Routing congestion:
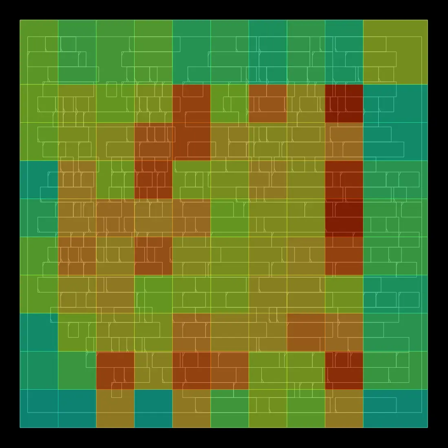
Register map, names as in the netlist:
Scale: 4 px per um. Other sequential cells in the stronger grey, the rest of the logic in the fainter grey.
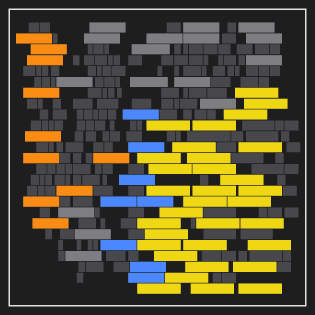
Port wiring:
Scale: 4 px per um.
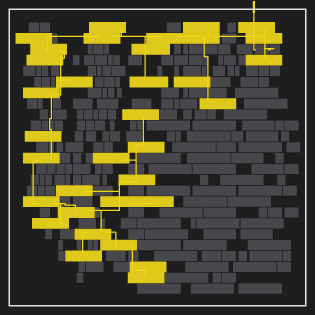
I/O pins on the die edge:
Scale: 4 px per um. Pins as bars across the die edge, other pins in grey.
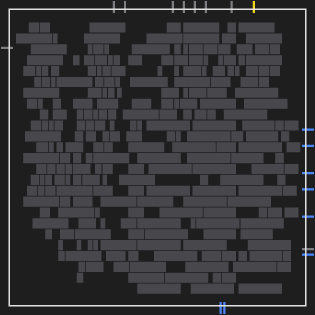
==> config.mk <==
export PLATFORM = sky130hd
export DESIGN_NAME = uart_receiver
export DESIGN_NICKNAME = d
export VERILOG_FILES = /design/src/rtl/uart_pkg.sv /design/src/rtl/uart_rx_fifo.sv /design/src/rtl/uart_receiver.sv
export SDC_FILE = /design/constraint.sdc
export NUM_CORES = 1
export LEC_CHECK = 0
export CORE_UTILIZATION = 58
export DETAILED_ROUTE_END_ITERATION = 10
export PLACE_DENSITY_LB_ADDON = 0.15
export SYNTH_ARGS = -nofsm -noshare
export SYNTH_HDL_FRONTEND = slang
export SYNTH_SLANG_ARGS = --single-unit
==> constraint.sdc <==
create_clock -name clk_i -period 3 [get_ports clk_i]
set_clock_uncertainty 0.2 [all_clocks]
set_input_delay 0.6 -clock clk_i [delete_from_list [all_inputs] [get_ports clk_i]]
set_output_delay 0.6 -clock clk_i [all_outputs]
set_load 0.005 [all_outputs]
==> changes_impl.md <==
## Flow update

- Sw frac: 20.2%
- Mux frac, synth: around a tenth
- Final Hold Viols: 0
- Min Hold Slack: 0.166 ns
- GP Congestion: 0.798
- Post-synth EDFFs: 32
- GRT Overall Usage: 21.4%
- Crit path DRT: 2.20 ns
- Area Growth Syn to Fin: 14.3%
- Top Metal Used: met4
- Post-Place Worst Slack: 0.384 ns
- Initial drt markers: 81
- Core Rows: 25
- Top logic family: simple AND/OR/NAND/NOR gates
- Mean Syn Cell Area: about 13 um^2
- Unique masters post-synth: approximately 43
- Relative slew slack: between 60% and 70%
- Crit path max-delay family: buffers and inverters
- Fin crit share: 93.6%
- Tool Warnings: 30
- Number of global-route vias before repair: 1,824
- Synth area leader: edfxtp_1
- Ao+oa area frac: between 7 and 8%
- Pre-antenna DRT Iters: 4
- Startpoint types: flip-flop
- Fin area: between 3000 and 4000 um^2
- Pwr/cell area: 487 nW/um^2
- Simple share: 13.0%
- Cell count along the critical path: 6
- Final worst slack: 0.191 ns
- Clock buffer depth: 2
- Comb/total area: between 30% and 40%
- Logic area: 1080 um^2
- Outcome: finished clean
- Final core occ: approximately 70%
- Clock buffer count from CTS: 9
- Crit. End Element: output pin
- Signal buffers share of area: 6.09%
- Pleak: 1.49 nW
- Total power: 1.66 mW
- Met2 WL: 2730 um
- Placed cell count: 302
- Top cells by area: edfxtp_1 (32%), dfrtp_1 (27%), mux4_2 (6.0%), ha_1 (3.8%), mux2_2 (3.0%)
- Via count: 1,803
- Area of the mapped netlist: 2990 um^2
- Final antenna-violating net count: 0
- Crit Path Class: flip-flop to output pin
- Yosys xor share: 2.05%
- DR vias/cell: 5.67
- Well tap count: 67
- Post-Syn Nets: ~240
- Routed WL per cell: 16.1 um
- Non-CTS inverters: 12
- Post-CTS Resized: 0
- First-pass GRT wire length: 8380 um
- Layout Cells excl Fill: around 320
- Fp util: 61.6%
- Max-cap violation count: 0
- DRT met1 WL: 2130 um
- Top-area cell share: 32.2%
- Largest net degree at the start of global routing: 35
## Picture notes: 'routing congestion'
M3 GR Usage: 5.35%
met2 Usage GRT: 37.8%

## Picture notes: 'register map, names as in the netlist'
clkCnt_q: marked orange, placed flops 10. u_fifo.mem_q: marked yellow, placed flops 32. shift_q: marked blue, placed flops 8.
Another 16 sequential cells are not coloured.
FF+latch area: 1810 um^2
Seq/total area: 53.2%
sequential power: 0.946 mW

## Picture notes: 'port wiring'
rst_ni: marked yellow, bits 1, direction input, end cells 34, buffers 2, wire 249 um.
Top Ports: 18
IO buf count: 17

## Picture notes: 'I/O pins on the die edge'
rd_data_o: marked blue, pins 8, direction output, edge 6 right, 2 bottom. rst_ni: marked yellow, pins 1, direction input, edge top.
Die Wd: 73.7 um
die y size: 73.7 um

Power is estimated from default activity; no workload was simulated.
